## src/rtl/vga_sprite_layer_if.sv

```systemverilog
// rtl/vga_sprite_layer_if.sv - sprite position request handshake bundle
//
// Purpose: carries a CPU position/enable request to the sprite layer.
// Signals:
//   pos_x, pos_y  requested sprite top-left coordinate
//   en_in         requested sprite enable, sampled with the position
//   pos_valid     request valid (held stable by the requester until transfer)
//   pos_ready     sprite layer pending buffer is empty
// Modports: master = requester (CPU side), slave = sprite layer.
interface vga_sprite_layer_if #(
  parameter int CRD_W = 10
);
  logic [CRD_W-1:0] pos_x;
  logic [CRD_W-1:0] pos_y;
  logic             en_in;
  logic             pos_valid;
  logic             pos_ready;

  modport master (
    output pos_x, pos_y, en_in, pos_valid,
    input  pos_ready
  );

  modport slave (
    input  pos_x, pos_y, en_in, pos_valid,
    output pos_ready
  );
endinterface

```

## src/rtl/vga_sprite_layer.sv

```systemverilog
// rtl/vga_sprite_layer.sv - single-sprite RGB pixel layer with tear-free position updates
//
// Purpose: draws one SPR_W x SPR_H sprite from a bitmap ROM at a programmable
// position. Colour 0 is transparent. Output latency is 2 clocks from
// hcount/vcount to colour/hit.
// Ports:
//   clk, rst        pixel clock, asynchronous active-high reset
//   i_hcount/vcount current pixel coordinate from the timing generator
//   i_video_on      visible-area flag
//   i_frame_start   1-cycle pulse at first vblank line; applies pending position
//   pos_if          position request handshake (slave side)
//   o_rom_addr      row-major bitmap address
//   i_rom_data      bitmap pixel for the address presented one cycle earlier
//   o_colour_out    layer colour (0 = transparent)
//   o_hit           colour_out is a non-transparent sprite pixel
module vga_sprite_layer #(
  parameter int SPR_W    = 16,
  parameter int SPR_H    = 16,
  parameter int CRD_W    = 10,
  parameter int COLOUR_W = 12
) (
  input  logic                               clk,
  input  logic                               rst,
  input  logic [CRD_W-1:0]                   i_hcount,
  input  logic [CRD_W-1:0]                   i_vcount,
  input  logic                               i_video_on,
  input  logic                               i_frame_start,
  vga_sprite_layer_if.slave                  pos_if,
  output logic [$clog2(SPR_W*SPR_H)-1:0]     o_rom_addr,
  input  logic [COLOUR_W-1:0]                i_rom_data,
  output logic [COLOUR_W-1:0]                o_colour_out,
  output logic                               o_hit
);

  localparam int XW = $clog2(SPR_W);
  localparam int YW = $clog2(SPR_H);

  localparam logic [0:0] S_EMPTY = 1'b0;
  localparam logic [0:0] S_FULL  = 1'b1;

  logic [0:0]       r_state;
  logic [CRD_W-1:0] r_pend_x;
  logic [CRD_W-1:0] r_pend_y;
  logic             r_pend_en;
  logic [CRD_W-1:0] r_act_x;
  logic [CRD_W-1:0] r_act_y;
  logic             r_act_en;
  logic             r_inside_d;

  logic             w_xfer;
  logic [CRD_W:0]   w_dx;
  logic [CRD_W:0]   w_dy;
  logic             w_inside;

  assign pos_if.pos_ready = (r_state == S_EMPTY);
  assign w_xfer = pos_if.pos_valid && (r_state == S_EMPTY);

  // One-entry pending buffer; the active registers only change on frame_start
  // so a frame is never drawn with a half-updated position.
  always_ff @(posedge clk or posedge rst) begin
    if (rst) begin
      r_state   <= S_EMPTY;
      r_pend_x  <= '0;
      r_pend_y  <= '0;
      r_pend_en <= 1'b0;
      r_act_x   <= '0;
      r_act_y   <= '0;
      r_act_en  <= 1'b0;
    end else begin
      case (r_state)
        S_EMPTY: begin
          // A transfer coinciding with frame_start waits for the next frame.
          if (w_xfer) begin
            r_pend_x  <= pos_if.pos_x;
            r_pend_y  <= pos_if.pos_y;
            r_pend_en <= pos_if.en_in;
            r_state   <= S_FULL;
          end
        end
        S_FULL: begin
          if (i_frame_start) begin
            r_act_x  <= r_pend_x;
            r_act_y  <= r_pend_y;
            r_act_en <= r_pend_en;
            r_state  <= S_EMPTY;
          end
        end
        default: r_state <= S_EMPTY;
      endcase
    end
  end

  // One extra bit keeps pixels left/above the sprite negative (MSB set), so
  // they compare as out of range instead of wrapping into the sprite.
  assign w_dx = {1'b0, i_hcount} - {1'b0, r_act_x};
  assign w_dy = {1'b0, i_vcount} - {1'b0, r_act_y};
  assign w_inside = r_act_en && i_video_on &&
                    (w_dx < (CRD_W+1)'(SPR_W)) && (w_dy < (CRD_W+1)'(SPR_H));

  // Stage 0: address the ROM; address holds outside the sprite to avoid
  // needless ROM toggling.
  always_ff @(posedge clk or posedge rst) begin
    if (rst) begin
      o_rom_addr <= '0;
      r_inside_d <= 1'b0;
    end else begin
      if (w_inside) begin
        o_rom_addr <= {w_dy[YW-1:0], w_dx[XW-1:0]};
      end
      r_inside_d <= w_inside;
    end
  end

  // Stage 1: gate ROM data with the delayed inside flag.
  always_ff @(posedge clk or posedge rst) begin
    if (rst) begin
      o_colour_out <= '0;
      o_hit        <= 1'b0;
    end else begin
      o_colour_out <= r_inside_d ? i_rom_data : '0;
      o_hit        <= r_inside_d && (i_rom_data != '0);
    end
  end

endmodule
```

## src/flat_wrapper.sv

```systemverilog
// flat-port wrapper written by rule: the top's interface ports become plain ports
module vga_sprite_layer_flat 
#(
  parameter int SPR_W    = 16,
  parameter int SPR_H    = 16,
  parameter int CRD_W    = 10,
  parameter int COLOUR_W = 12
)
  (clk, rst, i_hcount, i_vcount, i_video_on, i_frame_start, o_rom_addr, i_rom_data, o_colour_out, o_hit, pos_if_pos_x, pos_if_pos_y, pos_if_en_in, pos_if_pos_valid, pos_if_pos_ready);
  vga_sprite_layer_if #(.CRD_W(CRD_W)) pos_if_i ();
  input  logic clk;
  input  logic rst;
  input  logic [CRD_W-1:0] i_hcount;
  input  logic [CRD_W-1:0] i_vcount;
  input  logic i_video_on;
  input  logic i_frame_start;
  output logic [$clog2(SPR_W*SPR_H)-1:0] o_rom_addr;
  input  logic [COLOUR_W-1:0] i_rom_data;
  output logic [COLOUR_W-1:0] o_colour_out;
  output logic o_hit;
  input wire logic [$bits(pos_if_i.pos_x)-1:0] pos_if_pos_x;
  input wire logic [$bits(pos_if_i.pos_y)-1:0] pos_if_pos_y;
  input wire logic [$bits(pos_if_i.en_in)-1:0] pos_if_en_in;
  input wire logic [$bits(pos_if_i.pos_valid)-1:0] pos_if_pos_valid;
  output wire logic [$bits(pos_if_i.pos_ready)-1:0] pos_if_pos_ready;
  assign pos_if_i.pos_x = pos_if_pos_x;
  assign pos_if_i.pos_y = pos_if_pos_y;
  assign pos_if_i.en_in = pos_if_en_in;
  assign pos_if_i.pos_valid = pos_if_pos_valid;
  assign pos_if_pos_ready = pos_if_i.pos_ready;
  vga_sprite_layer #(.SPR_W(SPR_W), .SPR_H(SPR_H), .CRD_W(CRD_W), .COLOUR_W(COLOUR_W)) u_core (.clk(clk), .rst(rst), .i_hcount(i_hcount), .i_vcount(i_vcount), .i_video_on(i_video_on), .i_frame_start(i_frame_start), .pos_if(pos_if_i), .o_rom_addr(o_rom_addr), .i_rom_data(i_rom_data), .o_colour_out(o_colour_out), .o_hit(o_hit));
endmodule
```

## config.mk

```make
export PLATFORM = sky130hd
export DESIGN_NAME = vga_sprite_layer_flat
export DESIGN_NICKNAME = d
export VERILOG_FILES = /design/src/rtl/vga_sprite_layer_if.sv /design/src/rtl/vga_sprite_layer.sv /design/src/flat_wrapper.sv
export SDC_FILE = /design/constraint.sdc
export NUM_CORES = 1
export LEC_CHECK = 0
export ABC_AREA = 1
export CAP_MARGIN = 10
export CORE_ASPECT_RATIO = 0.6
export CORE_MARGIN = 2
export CORE_UTILIZATION = 55
export DETAILED_ROUTE_END_ITERATION = 8
export PLACE_DENSITY = 0.86
export SLEW_MARGIN = 10
export SYNTH_ARGS = -nofsm -noshare
export SYNTH_HDL_FRONTEND = slang
export SYNTH_SLANG_ARGS = --single-unit
```

## constraint.sdc

```tcl
create_clock -name clk -period 6.7 [get_ports clk]
set_input_delay 1.005 -clock clk [delete_from_list [all_inputs] [get_ports clk]]
set_output_delay 1.005 -clock clk [all_outputs]
set_load 0.03 [all_outputs]
```

Fig. 1: met2 routing
Bar = 20 um.
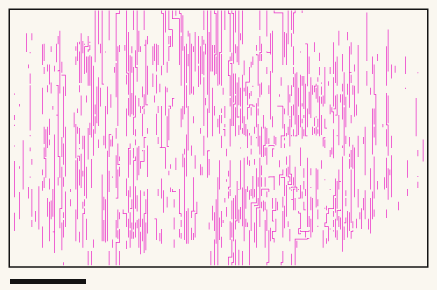
- longest straight run: 30.9 um
- share of all routed wire: 45%
- wire length on this layer: 3820 um
- main direction: vertical
- nets with wire on the layer: 510
final wirelength: 8.54 mm
Vias: 3198
GR Util met2: 39.4%

Fig. 2: the metal 3 layer
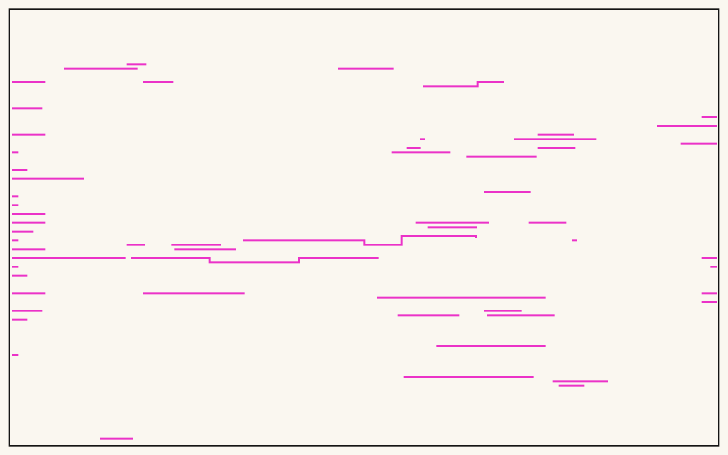
- nets with wire on the layer: 51
- longest straight run: 25.8 um
- wire length on this layer: 433 um

Fig. 3: PDN straps and rails
Bar = 20 um. Pins as bars on the die edge.
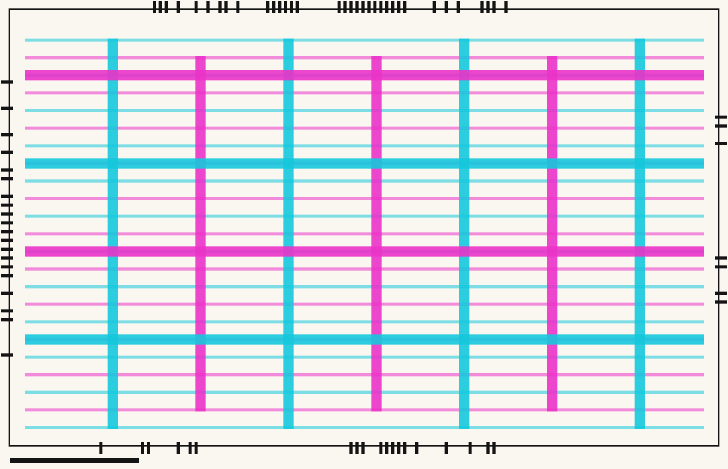
- VDD: magenta
- VSS: cyan
- met5 straps: 4
- met1 rails: 23

==> metrics.csv <==
stage,metric,value,unit
status,outcome,"complete, no violations",
drt,Detail Route Antenna Nets,0,
drt,drt first-iter violations,206,
drt,vias per std cell,4.94,
worst_setup_path,Worst R2R Path Depth,14,
worst_setup_path,reg2reg setup slack,4380,ps
worst_setup_path,Worst path max stage delay,460,ps
worst_hold_path,Hold Path Sink,u_core.r_act_x[4],
drt,drt drc,0,
synth,post-synthesis simple-gate area fraction,25.9,%
sta,setup TNS,0,ps
synth,Mapped Cells,475,
sta,setup ws final,3620,ps
drt,WL met3,432,um
pwr,switching share of power,38.2,%
clock_tree,CTS root buf,clkbuf_8,
worst_hold_path,Hold Path Origin,u_core.r_act_x[4],
synth,Mux area share,0.922,%
final_layout,fin area,0.00477,mm^2
worst_setup_path,family with the most delay on the worst path,simple AND/OR/NAND/NOR gates,
worst_setup_path,r2r startpoint,u_core.r_act_x[0],
synth,asr flop ratio synth,100,%
global_route,gr busiest metal,met2,
floorplanning,die footprint,0.00735,mm^2
clock_tree,Max Root-Sink Buffers,2,
clock_tree,post-cts sizing count,0,
worst_setup_path,crit path buf inv count,3,
synth,synthesized area,0.00366,mm^2
sta,post-route minimum period,3080,ps
synth,Area leader share,44.4,%
worst_setup_path,Worst Setup SP,i_hcount[0],
synth,cell count listed in synth_stat.txt,475,
worst_setup_path,crit end category,flip-flop,
synth,Commonest flop,dfrtp_1,
worst_hold_path,HP Class,reg2reg,
sta,final setup vio count,0,
synth,unique cell type count in the Yosys netlist,29,
sta,final hold slack,487,ps
sta,"Hold Violations, Final",0,
pwr,Gate power share,40.2,%
synth,fa+ha+maj area frac,7.93,%
global_route,first-pass GRT wire length,14.0,mm
global_route,vias in the first global route,3002,
sta,RSZ-0062 raised after global routing,false,
sta,Max Transition Viols Final,0,
pwr,sw power,0.000539,W
global_route,global-route met3 utilization,5.69,%
drt,routed len/inst,13.2,um
pwr,LEAKAGE,2.57,nW
placed_design,hpwl dp,6.55,mm
drt,TritonRoute pass-1 iters,5,
clock_tree,Clock transition at path regs,70,ps
drt,metal1 wirelength,4.20,mm
worst_setup_path,cell mode on critical path,nand2_1,
clock_tree,Setup Buffers After CTS,0,
sta,Least-Margin Pin Slew,794,ps
floorplanning,core outline area,0.00628,mm^2
global_route,met1 Resource Use GR,36.4,%
synth,"Seq/Total Area, Yosys",44.4,%
worst_setup_path,data arrival time of the worst path,3310,ps
synth,#FFs+latches synth,65,
sta,slew margin rel.,47.1,%
final_layout,share of cells above drive strength 1,9.59,%
synth,XORs/XNORs by Area,0.957,%
pwr,worst vdd ir,160,uV
synth,Dominant comb cell,simple AND/OR/NAND/NOR gates,
synth,Mean Syn Cell Area,7.71,um^2
sta,achievable frequency,0.324,GHz
floorplanning,I/O pin count,80,
final_layout,final core area utilization,76.0,%
pwr,sequential power,0.000495,W
placed_design,Area after DPL,0.00453,mm^2
final_layout,net count reported at finish,638,
global_route,All-Layer GR Usage,25.4,%
clock_tree,CTS Buf Count,9,
final_layout,Top cell excl fill/tap,nand2_1,
pwr,Clock net power,0.000348,W
worst_setup_path,CP Launch Type,input port,
final_layout,Antenna Cells,0,
final_layout,Area Overhead vs Synth,30.2,%
drt,Top Layer Used,met4,
pwr,combinational logic power,0.000567,W
sta,final period utilization,46.0,%
placed_design,Port Buffers,79,
pwr,Pwr Density,296,mW/mm^2
worst_setup_path,"Max FO, Critical Path",15,
worst_hold_path,Hold Crit Depth,2,
worst_setup_path,worst setup path end,u_core.o_rom_addr[7],
floorplanning,Cell Rows,22,
floorplanning,fp util,58.4,%
pwr,part of the power in registers,35.1,%
clock_tree,Skew-Pair Late Insertion Delay,340,ps
synth,yosys aoi share,8.51,%
pwr,clock share of power,24.7,%
global_route,initial antenna violation count,0,
placed_design,Final GP Congestion,0.897,
pwr,largest power group,combinational cells,
clock_tree,hold_buf cts,0,
worst_setup_path,CP cell instances,clkdlybuf4s50_1 -> inv_1 -> ha_1 -> fa_1 -> inv_2 -> nand2_1 -> nand2_2 -> nand3_1 -> nand3_1 -> nand2_1 -> nor2_2 -> nand2_2 -> nor2_4 -> nand3_4 -> nand2_1 -> o21ai_2,
floorplanning,die y size,67.2,um
clock_tree,CTS tree,yes,
final_layout,number of filler cells placed in the layout,450,
final_layout,Largest Register,u_core.o_colour_out,
worst_setup_path,Crit Path Class,in2reg,
synth,Synth area leader,dfrtp_1,
synth,yosys stat area,0.00366,mm^2
worst_setup_path,RR Endpoint,u_core.o_rom_addr[7],
placed_design,dpl ws,3260,ps
synth,syn nets,555,
worst_setup_path,"Req. time, crit path",6920,ps
final_layout,Top Layout Cells,"nand2_1, inv_1, clkdlybuf4s50_1",
floorplanning,Die Wd,109,um
sta,final setup skew,9.59,ps
clock_tree,clock net sink count,65,
pwr,overall power,0.00141,W
pwr,Power Internal,0.000871,W
placed_design,Placed Cells,630,
clock_tree,CTS H-tree depth,3,
synth,"top cells, area","dfrtp_1, nand2_1, inv_1, ha_1, a21oi_1",
flow_run,Tool Warnings,26,
synth,synth warn,0,
final_layout,max FFs per register,12,
synth,"EDFF count, synth",0,
worst_setup_path,Critical Path Slowest Stage Cell,clkdlybuf4s50_1,
drt,wire length on met2,3.82,mm
final_layout,Final Non-Filler Cells,647,
global_route,grt ovf,0,
global_route,largest net degree at the start of global routing,66,
worst_setup_path,Worst path depth,16,
flow_run,number of max-cap violations,0,
[cell type report]
class	count	area [um^2]	share of cell area (%)
Sequential cell	65	1630	34.1
Multi-Input combinational cell	301	1620	34.0
Tap cell	84	105	2.20
Clock inverter	5	61.3	1.29
Inverter	99	372	7.79
Timing Repair Buffer	82	833	17.5
Clock buffer	11	151	3.18
[Yosys cell counts (2+ instances only)]
cell and count:
nand4_1 4, nand2_1 133, nor2_1 35, nand2_2 7, inv_2 4, nand3_2 3, clkbuf_1 9, nor3_1 2
mux2_2 3, xor2_1 2, dfrtp_1 65, inv_1 93, o21ai_2 6, fa_1 2, a21oi_1 29, nor4_1 3
nand3_1 15, nor2_2 5, nand3b_1 2, or2_4 2, o21ai_0 20, clkinv_1 2, ha_1 20, xnor2_1 2
nor2_4 3
Power is estimated from default activity; no workload was simulated.
